--- config.mk ---
export PLATFORM = sky130hd
export DESIGN_NAME = voltage_bcd_converter_flat
export DESIGN_NICKNAME = d
export VERILOG_FILES = /design/src/rtl/voltage_bcd_converter_if.sv /design/src/rtl/voltage_bcd_converter.sv /design/src/flat_wrapper.sv
export SDC_FILE = /design/constraint.sdc
export NUM_CORES = 1
export LEC_CHECK = 0
export ABC_AREA = 1
export CAP_MARGIN = 20
export CORE_AREA = 10 10 128 130
export DETAILED_ROUTE_END_ITERATION = 8
export DIE_AREA = 0 0 138 140
export PLACE_DENSITY = 0.64
export RECOVER_POWER = 50
export SYNTH_ARGS = -nofsm -noshare
export SYNTH_HDL_FRONTEND = slang
export SYNTH_SLANG_ARGS = --single-unit
--- constraint.sdc ---
create_clock -name clk -period 10.55 [get_ports clk]
set_input_delay 2.11 -clock clk [delete_from_list [all_inputs] [get_ports clk]]
set_output_delay 2.11 -clock clk [all_outputs]
set_load 0.02 [all_outputs]
--- src/rtl/voltage_bcd_converter_if.sv ---
// Port bundle between the ADC/displayer side (master) and the millivolt BCD converter (slave).
// fsm_state mirrors the converter's state register for observation.
interface voltage_bcd_converter_if #(
  parameter int ADC_WIDTH = 12,
  parameter int MV_WIDTH  = 14
);
  logic [ADC_WIDTH-1:0] adc_data;
  logic                 flag;
  logic                 busy;
  logic                 valid;
  logic                 overrun;
  logic                 clamped;
  logic [MV_WIDTH-1:0]  mv_value;
  logic [15:0]          bcd_digits;
  logic [1:0]           fsm_state;

  // Handshake: flag is a one-cycle request taken only while the converter is IDLE;
  // busy covers every cycle from the one after acceptance up to and including the
  // valid cycle; valid is a one-cycle pulse and the result outputs change only with it.
  modport master (
    output adc_data, flag,
    input  busy, valid, overrun, clamped, mv_value, bcd_digits, fsm_state
  );

  modport slave (
    input  adc_data, flag,
    output busy, valid, overrun, clamped, mv_value, bcd_digits, fsm_state
  );
endinterface

--- src/rtl/voltage_bcd_converter.sv ---
// ADC code -> clamped millivolts -> packed BCD via a sequential double-dabble engine.
// Define VOLT_AVG_EN to average 2^AVG_LOG2 accepted samples before each conversion.
module voltage_bcd_converter #(
  parameter int ADC_WIDTH   = 12,
  parameter int VREF_MV     = 5000,
  parameter int CLAMP_CODE  = 2000,
  parameter int SCALE_SHIFT = 11,
  parameter int MV_WIDTH    = 14,
  parameter int AVG_LOG2    = 2
) (
  input  logic                    clk,
  input  logic                    rst,
  voltage_bcd_converter_if.slave  bus
);

  typedef enum logic [1:0] {
    IDLE  = 2'd0,
    SCALE = 2'd1,
    SHIFT = 2'd2,
    DONE  = 2'd3
  } state_t;

  localparam int PROD_W = ADC_WIDTH + 14;
  localparam int CNT_W  = $clog2(MV_WIDTH + 1);

  localparam logic [13:0]          VREF_C    = 14'(VREF_MV);
  localparam logic [MV_WIDTH-1:0]  VREF_MV_C = MV_WIDTH'(VREF_MV);
  localparam logic [ADC_WIDTH-1:0] CLAMP_C   = ADC_WIDTH'(CLAMP_CODE);
  localparam logic [CNT_W-1:0]     CNT_INIT  = CNT_W'(MV_WIDTH);
  localparam logic [CNT_W-1:0]     CNT_LAST  = CNT_W'(1);

  state_t               state;
  state_t               state_next;

  logic [ADC_WIDTH-1:0] code_q;
  logic [MV_WIDTH-1:0]  bin_q;
  logic [MV_WIDTH-1:0]  mv_hold_q;
  logic [15:0]          bcd_q;
  logic [CNT_W-1:0]     cnt_q;
  logic                 clamp_pend_q;

  logic [MV_WIDTH-1:0]  mv_out_q;
  logic [15:0]          bcd_out_q;
  logic                 clamped_q;
  logic                 overrun_q;

  logic                 accept;
  logic                 start_conv;
  logic [ADC_WIDTH-1:0] start_code;

  assign accept = bus.flag && (state == IDLE);

`ifdef VOLT_AVG_EN
  localparam int ACC_W = ADC_WIDTH + AVG_LOG2;

  logic [ACC_W-1:0]    acc_q;
  logic [AVG_LOG2-1:0] smp_q;
  logic [ACC_W-1:0]    acc_sum;
  logic                last_smp;

  assign acc_sum    = acc_q + ACC_W'(bus.adc_data);
  assign last_smp   = (smp_q == '1);
  assign start_conv = accept && last_smp;
  // Clamping later acts on this averaged code, never on individual samples.
  assign start_code = ADC_WIDTH'(acc_sum >> AVG_LOG2);

  always_ff @(posedge clk) begin
    if (rst) begin
      acc_q <= '0;
      smp_q <= '0;
    end else if (accept) begin
      if (last_smp) begin
        acc_q <= '0;
        smp_q <= '0;
      end else begin
        acc_q <= acc_sum;
        smp_q <= smp_q + 1'b1;
      end
    end
  end
`else
  assign start_conv = accept;
  assign start_code = bus.adc_data;
`endif

  // Scaling: full-width product so no bits are lost before the final shift.
  logic [PROD_W-1:0]   prod;
  logic [MV_WIDTH-1:0] mv_scaled;
  logic                over;
  logic [MV_WIDTH-1:0] mv_calc;

  assign prod      = PROD_W'(code_q) * PROD_W'(VREF_C);
  assign mv_scaled = MV_WIDTH'(prod >> SCALE_SHIFT);
  assign over      = (code_q > CLAMP_C);
  assign mv_calc   = over ? VREF_MV_C : mv_scaled;

  // One double-dabble step: add-3 correction on every nibble, then shift in the next bit.
  logic [15:0]         bcd_adj;
  logic [15:0]         bcd_shift;
  logic [MV_WIDTH-1:0] bin_shift;

  always_comb begin
    bcd_adj = bcd_q;
    for (int i = 0; i < 4; i++) begin
      if (bcd_q[4*i +: 4] >= 4'd5) begin
        bcd_adj[4*i +: 4] = bcd_q[4*i +: 4] + 4'd3;
      end
    end
    bcd_shift = {bcd_adj[14:0], bin_q[MV_WIDTH-1]};
    bin_shift = {bin_q[MV_WIDTH-2:0], 1'b0};
  end

  always_ff @(posedge clk) begin
    if (rst) begin
      state <= IDLE;
    end else begin
      state <= state_next;
    end
  end

  always_comb begin
    state_next = state;
    case (state)
      IDLE:    if (start_conv) state_next = SCALE;
      SCALE:   state_next = SHIFT;
      SHIFT:   if (cnt_q == CNT_LAST) state_next = DONE;
      DONE:    state_next = IDLE;
      default: state_next = IDLE;
    endcase
  end

  always_ff @(posedge clk) begin
    if (rst) begin
      code_q       <= '0;
      bin_q        <= '0;
      mv_hold_q    <= '0;
      bcd_q        <= '0;
      cnt_q        <= '0;
      clamp_pend_q <= 1'b0;
      mv_out_q     <= '0;
      bcd_out_q    <= '0;
      clamped_q    <= 1'b0;
      overrun_q    <= 1'b0;
    end else begin
      if (bus.flag && (state != IDLE)) begin
        overrun_q <= 1'b1;
      end
      case (state)
        IDLE: begin
          if (start_conv) code_q <= start_code;
        end
        SCALE: begin
          bin_q        <= mv_calc;
          mv_hold_q    <= mv_calc;
          bcd_q        <= '0;
          cnt_q        <= CNT_INIT;
          clamp_pend_q <= over;
        end
        SHIFT: begin
          bcd_q <= bcd_shift;
          bin_q <= bin_shift;
          cnt_q <= cnt_q - 1'b1;
          // Results land on the last shift so they are visible throughout the DONE/valid cycle.
          if (cnt_q == CNT_LAST) begin
            bcd_out_q <= bcd_shift;
            mv_out_q  <= mv_hold_q;
            clamped_q <= clamp_pend_q;
          end
        end
        default: ;
      endcase
    end
  end

  assign bus.busy       = (state != IDLE);
  assign bus.valid      = (state == DONE);
  assign bus.overrun    = overrun_q;
  assign bus.clamped    = clamped_q;
  assign bus.mv_value   = mv_out_q;
  assign bus.bcd_digits = bcd_out_q;
  assign bus.fsm_state  = state;

endmodule

--- src/flat_wrapper.sv ---
// flat-port wrapper written by rule: the top's interface ports become plain ports
module voltage_bcd_converter_flat 
#(
  parameter int ADC_WIDTH   = 12,
  parameter int VREF_MV     = 5000,
  parameter int CLAMP_CODE  = 2000,
  parameter int SCALE_SHIFT = 11,
  parameter int MV_WIDTH    = 14,
  parameter int AVG_LOG2    = 2
)
  (clk, rst, bus_adc_data, bus_flag, bus_busy, bus_valid, bus_overrun, bus_clamped, bus_mv_value, bus_bcd_digits, bus_fsm_state);
  voltage_bcd_converter_if #(.ADC_WIDTH(ADC_WIDTH), .MV_WIDTH(MV_WIDTH)) bus_i ();
  input  logic clk;
  input  logic rst;
  input wire logic [$bits(bus_i.adc_data)-1:0] bus_adc_data;
  input wire logic [$bits(bus_i.flag)-1:0] bus_flag;
  output wire logic [$bits(bus_i.busy)-1:0] bus_busy;
  output wire logic [$bits(bus_i.valid)-1:0] bus_valid;
  output wire logic [$bits(bus_i.overrun)-1:0] bus_overrun;
  output wire logic [$bits(bus_i.clamped)-1:0] bus_clamped;
  output wire logic [$bits(bus_i.mv_value)-1:0] bus_mv_value;
  output wire logic [$bits(bus_i.bcd_digits)-1:0] bus_bcd_digits;
  output wire logic [$bits(bus_i.fsm_state)-1:0] bus_fsm_state;
  assign bus_i.adc_data = bus_adc_data;
  assign bus_i.flag = bus_flag;
  assign bus_busy = bus_i.busy;
  assign bus_valid = bus_i.valid;
  assign bus_overrun = bus_i.overrun;
  assign bus_clamped = bus_i.clamped;
  assign bus_mv_value = bus_i.mv_value;
  assign bus_bcd_digits = bus_i.bcd_digits;
  assign bus_fsm_state = bus_i.fsm_state;
  voltage_bcd_converter #(.ADC_WIDTH(ADC_WIDTH), .VREF_MV(VREF_MV), .CLAMP_CODE(CLAMP_CODE), .SCALE_SHIFT(SCALE_SHIFT), .MV_WIDTH(MV_WIDTH), .AVG_LOG2(AVG_LOG2)) u_core (.clk(clk), .rst(rst), .bus(bus_i));
endmodule
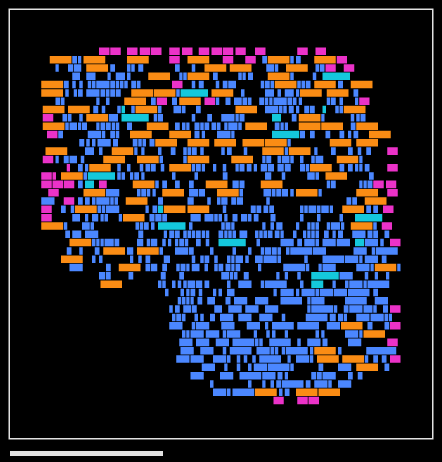
(run_1/class_map.png)
Bar = 50 µm.
legend:
  cyan:
    class: clock drivers and dummy loads
    cells: 16
    share_of_their_area: 4.1%
  blue:
    class: remaining logic cells
    cells: 681
    share_of_their_area: 60%
  orange:
    class: registers
    cells: 95
    share_of_their_area: 28%
  magenta:
    class: remaining buffers and delay cells
    cells: 53
    share_of_their_area: 7.6%
Seq area share: 0.272
post-route standard cell area excluding fillers: 7000 µm²
core region area: 13,800 µm²

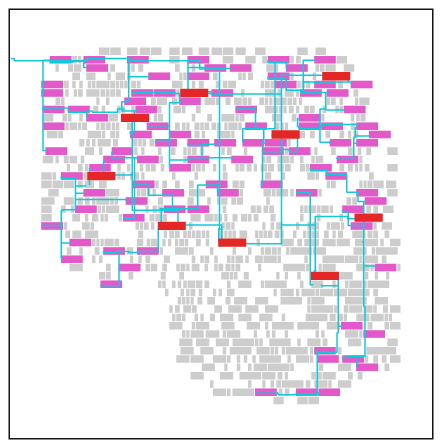
(run_1/clock_wires.png)
legend:
  magenta:
    item: flip-flops
    count: 95
  cyan:
    item: clock wires
    length: 1,330 µm
  red:
    item: clock-net drivers
    count: 9
routed clock nets: 10
worst clock skew: 5.94 ps
Late-Pin Clk Latency: 360 ps

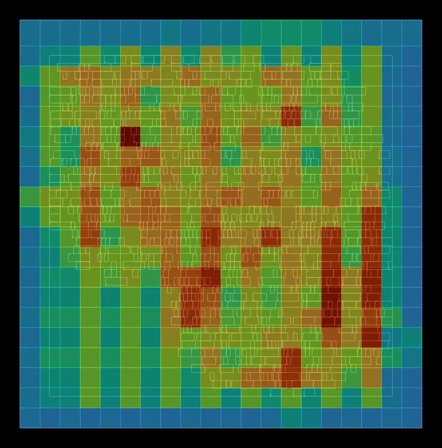
(run_1/congestion_map.png)
most used routing layer: met2
core occupancy in the finished layout: 0.508

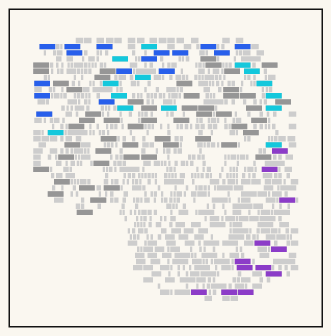
(run_1/ff_map.png)
Other sequential cells in the stronger gray, the rest of the logic in the fainter gray.
legend:
  purple:
    netlist_name: u_core.code_q
    flops: 12
    where: south-east
  blue:
    netlist_name: u_core.bus.bcd_digits
    flops: 16
  cyan:
    netlist_name: u_core.bus.mv_value
    flops: 14
not colored: 53
sequential cell power: 0.467 mW
area used by sequential logic in the layout: 1900 µm²

==> flow_results.org, run 1 <==
* Implementation run

** GRT
- Met1 routing resource usage after global routing :: 0.198
- On met3, the global router reports a usage of 0.0416.
- Overall routing resource usage recorded by global route was 0.154.
- The number of global-route vias before repair came to 5,019.
- First-pass GRT wire length :: 24,700 µm
- Pin count of the biggest net entering global routing :: 57

** Setup path
- Setup slack of the worst register-to-register path :: just over 6000 ps
- Instance count on the critical path :: 6
- Cell type of the slowest stage on the worst timing path :: clkbuf_1
- Worst setup path endpoint :: u_core.code_q[11]
- STA shows the worst reg2reg path with a cell count of 21.
- Per the timing report, the most critical flop-to-flop path originates at u_core.code_q[4].
- The critical path goes through dlygate4sd3_1, clkbuf_1, inv_1, clkbuf_1, o21ai_0, a21oi_1.
- STA lists the maximum fanout along the critical path as around 56.

** Run
- Number of OpenROAD warnings :: between 40 and 50
- In this run the maximum-capacitance check reported violations numbering 2.

** Drt
- DRC marker count from the first detailed-route iteration :: 326
- The routed layout has 5,058 vias.
- Per the detail_route report, DRC violations left total 0.
- Routed wire length per instance :: 14.2 µm
- Count of nets left with antenna violations after detail routing :: 0
- The wire length recorded after detailed routing is 14,600 µm.
- Met3 routed WL :: around 630 µm

** Synthesis
- Warnings from Yosys :: 0
- Simple-Gate Fraction of Synth Area :: 0.159
- The cell-mix breakdown from Yosys lists the compound-gate area share as 0.175.
- Synth logic family :: adder cells
- Cell count after synthesis :: about 810
- Post-synth mux share :: 0
- The stat command in Yosys gives a chip area of about 6100 µm².
- The share of synthesized area in the top cell type comes to 0.310.
- Averaged over all synthesized cells, the footprint is about 7.6 µm².
- Yosys reported a register bit count of ~95.
- Most numerous cell in the Yosys netlist :: inv_1
- Per the synthesis report, the dominant area consumer among library cells is dfxtp_1.
- Adder-Cell Fraction of Synth Area :: 0.229
- The commonest register cell is dfxtp_1.

** Power
- Worst VDD drop :: 155 µV
- The final power report lists total power as between 1.5 and 2 mW.
- Clk network pwr share :: 0.157
- The power report attributes to the sequential group a share of 0.234.
- In the power breakdown, the internal column shows between 1 and 1.5 mW.
- For this design the total switching power over the nets is just under 1 mW.
- Power per cell area :: between 200 and 300 nW/µm²
- Net switching fraction of the power :: 0.493
- Power drawn by the combinational cells :: around 1.2 mW

** Timing
- Per the final report, max-transition violations number 95.
- Based on the critical path, the design can be clocked at up to about 170 MHz.
- PnR worst setup slack :: ~4500 ps
- The final timing report lists a hold violation count of 0.

** Place
- Worst setup slack after placement :: between 6000 and 7000 ps
- The number of placed instances, taps included, is 1,009.

** Min path
- Counting instances, the worst hold path has a depth of 2.
- Hold path startpoint :: u_core.mv_hold_q[2]
- STA reports the tightest min-delay check as being of type flop to flop.

** Clock network
- CTS Buffer Depth :: 2
- Clk slew on worst S/H paths :: 70 ps
- Looking at the post-CTS report, the setup buffer insertion count equals 0.
- In this run, post-CTS repair resized a total of 0 instances.

** Cells and area
- After filler insertion, the fill cell instance count of the layout stands at about 1,400.
- Relative to the synthesized area, the layout overhead comes to 14.2%.
- Leaving out the clock tree, the finished layout contains a buffer count of between 50 and 60.
- The design has 95 sequential cells.
- Area of the multi-input gates :: 3520 µm²
- Number of diodes :: 0

** Floorplan
- Height of the die :: around 140 µm
- From left edge to right edge, the die measures 138 µm.

** Outcome
- Violated checks :: max-capacitance violations, max-slew violations
- The run finished, with violations left.
==> run 2: changes to the inputs <==
==> constraint.sdc (replaced) <==
create_clock -name clk -period 5.8 [get_ports clk]
set_input_delay 1.16 -clock clk [delete_from_list [all_inputs] [get_ports clk]]
set_output_delay 1.16 -clock clk [all_outputs]
set_load 0.02 [all_outputs]
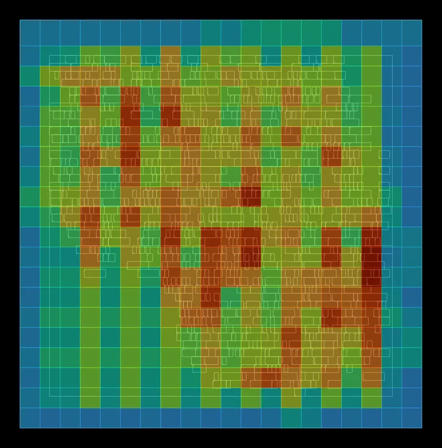
(run_2/congestion_map.png)
met3 track utilization from global routing: 0.0375
met1 routing resource usage after global routing: 0.193

==> run 2 against run 1 <==
Cell count about the same; first-iteration DRC count fell by 14%; combinational power increased by 83%; critical path type is now flop to flop; via count down 0.12%; sequential power up 82%; the flow still finishes with violations (max-capacitance violations, max-slew violations); global-route usage shrank 0.063 points; synthesized cell count unchanged; non-clock buffer count rose by 1; design area increased by 0.79%; setup slack got worse by 3200 ps; clock skew increased by 3.3 ps.
==> flow_results.org, run 2 <==
* Implementation run

** Drt
- Count of nets left with antenna violations after detail routing :: 0
- Total via count after detailed routing :: between 5,000 and 6,000
- The script parses the final routing iteration and logs DRC violations as 0.
- In this run, the number of DRC markers left after iteration 0 of detailed routing was around 280.
- In the final routed layout, each cell accounts on average for between 10 and 15 µm.
- Aggregate routed wire length :: 14,600 µm

** Outcome
- Outcome :: finished, violations left
- The checks that failed: max-capacitance violations, max-slew violations.

** Synthesis
- Adder-Cell Fraction of Synth Area :: 0.229
- Post-synth mux share :: 0
- Synthesis inferred roughly 95 register bits.
- Synth logic family :: adder cells
- Compound-Gate Fraction of Synth Area :: 0.175
- In the post-synthesis netlist, the cell with the most instances is inv_1.
- Post-synthesis chip area from yosys :: between 6000 and 7000 µm²
- Main synth FF type :: dfxtp_1
- Top cell area share :: 0.310

** Cells and area
- The flow measured a signed area growth from synthesis to layout of 15.1%.
- Filler cell count in the final layout :: approximately 1,400
- Total of plain and repair buffers excluding clock buffers :: 54
- There are about 95 flip-flops and latches.
- Post-route standard cell area excluding fillers :: between 7000 and 8000 µm²
- Core occupancy in the finished layout :: 0.512
- Seq area share :: 0.270
- Summing all flip-flop and latch instances after layout gives between 1500 and 2000 µm².

** Power
- Of the total power, registers draw 0.229.
- The design draws approximately 3.7 mW.
- The power report lists the combinational group at between 2 and 2.5 mW.
- Net switching fraction of the power :: 0.482
- The flow reported a cell area power density of about 530 nW/µm².
- The internal portion of the total power is a little under 2 mW.
- Switching pwr :: ~1.8 mW
- Of the total power, the clock network draws 0.176.

** Clock network
- The clock passes through at most 2 buffers.
- Clk slew on worst S/H paths :: about 70 ps
- Post-cts gate resize count :: 0
- In this run the post-CTS setup repair buffer count came out at 0.
- Per the skew report, the later register of the worst-skew pair sees a clock latency of around 350 ps.

** Setup path
- Following the worst setup path forward leads to its endpoint at u_core.bin_q[12].
- The critical path maximum fanout is 5.
- Setup slack of the worst register-to-register path :: ~1300 ps
- In this run the critical path is formed by inv_1, fa_1, inv_1, ha_1, inv_1, fa_1, inv_1, ha_1, inv_1, fa_1, inv_1, ha_1, nand2_1, a21oi_1, nor2_1, nand2_1, nand3_1, nand3_1, nand3_1, a21oi_1, nor2_1.
- Per the STA report, the cell with the highest stage delay on the worst path is fa_1.
- For the worst reg-to-reg path, the endpoint reported by OpenROAD is u_core.bin_q[12].
- Reg2reg start :: u_core.code_q[4]
- Instance count on the critical path :: 21

** Timing
- Hold Violations, Final :: 0
- After routing, the total negative slack on setup checks comes to 0 ps.
- Hold Worst Slack :: around 470 ps
- The final max-slew violation count recorded for this run is 38.
- PnR worst setup slack :: around 1300 ps

** Min path
- Number of cells traversed by the worst hold path :: 2
- Class of the worst hold path :: flop to flop
- For the worst min-delay path, the startpoint reported by OpenROAD is u_core.bus.overrun.

** Floorplan
- Pin placement for this block handled 51 I/O pins.
- The total area inside the core boundary comes to ~14,000 µm².
- The die is around 140 µm tall.
- In this run the horizontal extent of the chip is 138 µm.

** GRT
- First-pass GRT wire length :: roughly 25,000 µm
- GRT Total Usage :: 0.153
- Entering global routing, the biggest net connects 38 pins.
- Most used routing layer :: met2

** Run
- In this run the tools logged warnings totalling just over 40.
- The report counts max-capacitance violations totalling 1.
==> run_2/clock_wires.png <==
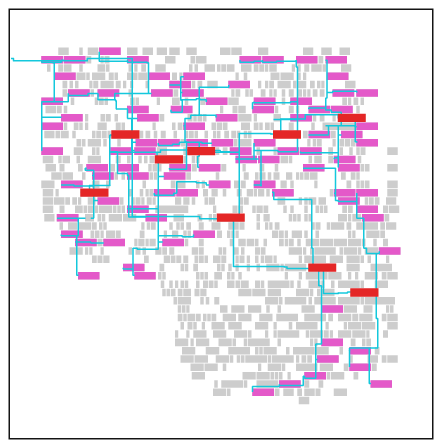

==> run 3: changes to the inputs <==
--- a/config.mk
+++ b/config.mk
@@ -10,7 +10,7 @@
 export CORE_AREA = 10 10 128 130
 export DETAILED_ROUTE_END_ITERATION = 8
 export DIE_AREA = 0 0 138 140
-export PLACE_DENSITY = 0.64
+export PLACE_DENSITY = 0.66
 export RECOVER_POWER = 50
 export SYNTH_ARGS = -nofsm -noshare
 export SYNTH_HDL_FRONTEND = slang
==> constraint.sdc (replaced) <==
create_clock -name clk -period 3.85 [get_ports clk]
set_input_delay 0.77 -clock clk [delete_from_list [all_inputs] [get_ports clk]]
set_output_delay 0.77 -clock clk [all_outputs]
set_load 0.02 [all_outputs]
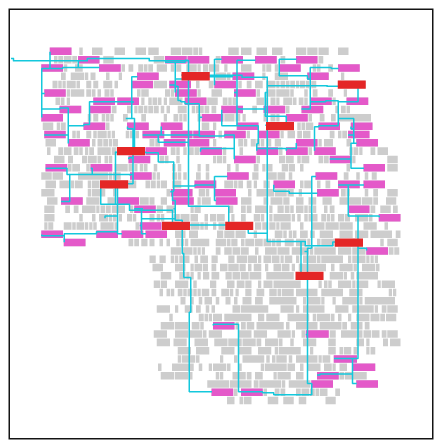
(run_3/clock_wires.png)
legend:
  red:
    item: clock-net drivers
    count: 9
  magenta:
    item: flip-flops
    count: 95
  cyan:
    item: clock wires
    length: 1,390 µm
routed clock nets: 10
Clk network pwr share: 0.133
power in the clock group: 0.963 mW
worst clock skew: 9.74 ps

==> run 3 against run 2 <==
The run ends with negative setup slack left; sequential power increased by 48%; via count increased by 4.8%; routed wire length rose by 5.1%; combinational power up 130%; critical path depth unchanged; largest power group unchanged; sequential cell count unchanged; critical endpoint is now u_core.bin_q[9]; cell count up 5.0%; register-to-register slack got worse by 1500 ps; critical path type unchanged; power up 95%; design area up 11%; hold slack lost 0.84 ps.
==> flow_results.org, run 3 <==
* Implementation run

** Synthesis
- Per the synthesis report, the adder-cell share of the synthesized area is 0.229.
- Cell count after synthesis :: between 800 and 900
- Average instance area after synthesis :: ~7.6 µm²
- Yosys printed 0 warnings.
- Of the total synthesized cell area, the portion taken by AND, OR, NAND and NOR gates is 0.159.
- The synthesis stat section lists a flop and latch total of around 95.
- By instance count, the leading cell after synthesis is inv_1.
- Post-synth mux share :: 0
- Biggest area consumer among synthesized cells :: dfxtp_1
- Synth logic family :: adder cells
- After synthesis, the chip area reported by Yosys is around 6000 µm².
- Top cell area share :: 0.310

** Power
- The internal power of the cells totals between 3 and 4 mW.
- The switching portion of total power comes to 0.464.
- The design draws 7.26 mW.
- The power report attributes to the sequential group a share of 0.174.

** Timing
- Hold Worst Slack :: 471 ps
- Pins over their slew limit in the final report were tallied at 0.
- The flow reports an fmax of 243 MHz.
- The critical path in the final layout is reported with a setup slack of -257 ps.
- Number of setup violations in the final report :: 24
- Hold Violations, Final :: 0

** Floorplan
- Height of the die :: around 140 µm
- Core region area :: about 14,000 µm²
- In this run the horizontal extent of the chip is between 100 and 150 µm.

** Setup path
- Cell breakdown of the critical path :: inv_2, fa_1, inv_1, ha_1, inv_1, fa_1, inv_1, ha_1, inv_2, fa_1, inv_2, ha_4, buf_4, nand2_4, nor2_4, buf_4, nand3_1, nand3_1, nand3_2, a21oi_2, nor2_2
- Critical path peak fanout :: 4
- The capture point of the critical path was reported as u_core.bin_q[9].
- Cell type of the slowest stage on the worst timing path :: fa_1
- Instance count on the critical path :: 21
- Worst Reg2Reg Path Length in Cells :: 21
- Setup slack of the worst register-to-register path :: -260 ps
- Looking at the reg2reg group, the worst path ends at u_core.bin_q[9].

** Clock network
- CTS Buffer Depth :: 2
- Per the skew report, the later register of the worst-skew pair sees a clock latency of 360 ps.
- In this run the post-CTS setup repair buffer count came out at 0.
- Clk slew on worst S/H paths :: roughly 80 ps

** Drt
- Count of nets left with antenna violations after detail routing :: 0
- The routed design has 15,300 µm of wire.
- Per the log, the first TritonRoute iteration ended with a DRC count of between 200 and 300.
- Total via count after detailed routing :: 5,295
- Routed wire length per instance :: 14.2 µm
- Met3 routed WL :: 506 µm
- For this run, design rule violations remaining after detail routing come to 0.

** Cells and area
- At the end of the flow the core is filled with cells to 0.566.
- Number of diodes :: 0
- After routing the design area is approximately 7800 µm².
- Total of plain and repair buffers excluding clock buffers :: 105
- Area added between synthesis and finish :: 27.3%
- Filler cell count in the final layout :: 1,276
- Number of sequential cells in the layout :: 95

** GRT
- For this run, global-route usage on met3 was measured as 0.0365.
- The first global-routing pass estimated roughly 26,000 µm of wire.
- The number of global-route vias before repair is 5,189.
- Most used routing layer :: met2

** Place
- Including well taps, the total number of placed cells is around 1,100.

** Outcome
- Outcome :: finished, violations left
- Violated checks :: negative setup slack
Power figures rest on the tool's default switching activity, not on a simulated workload.
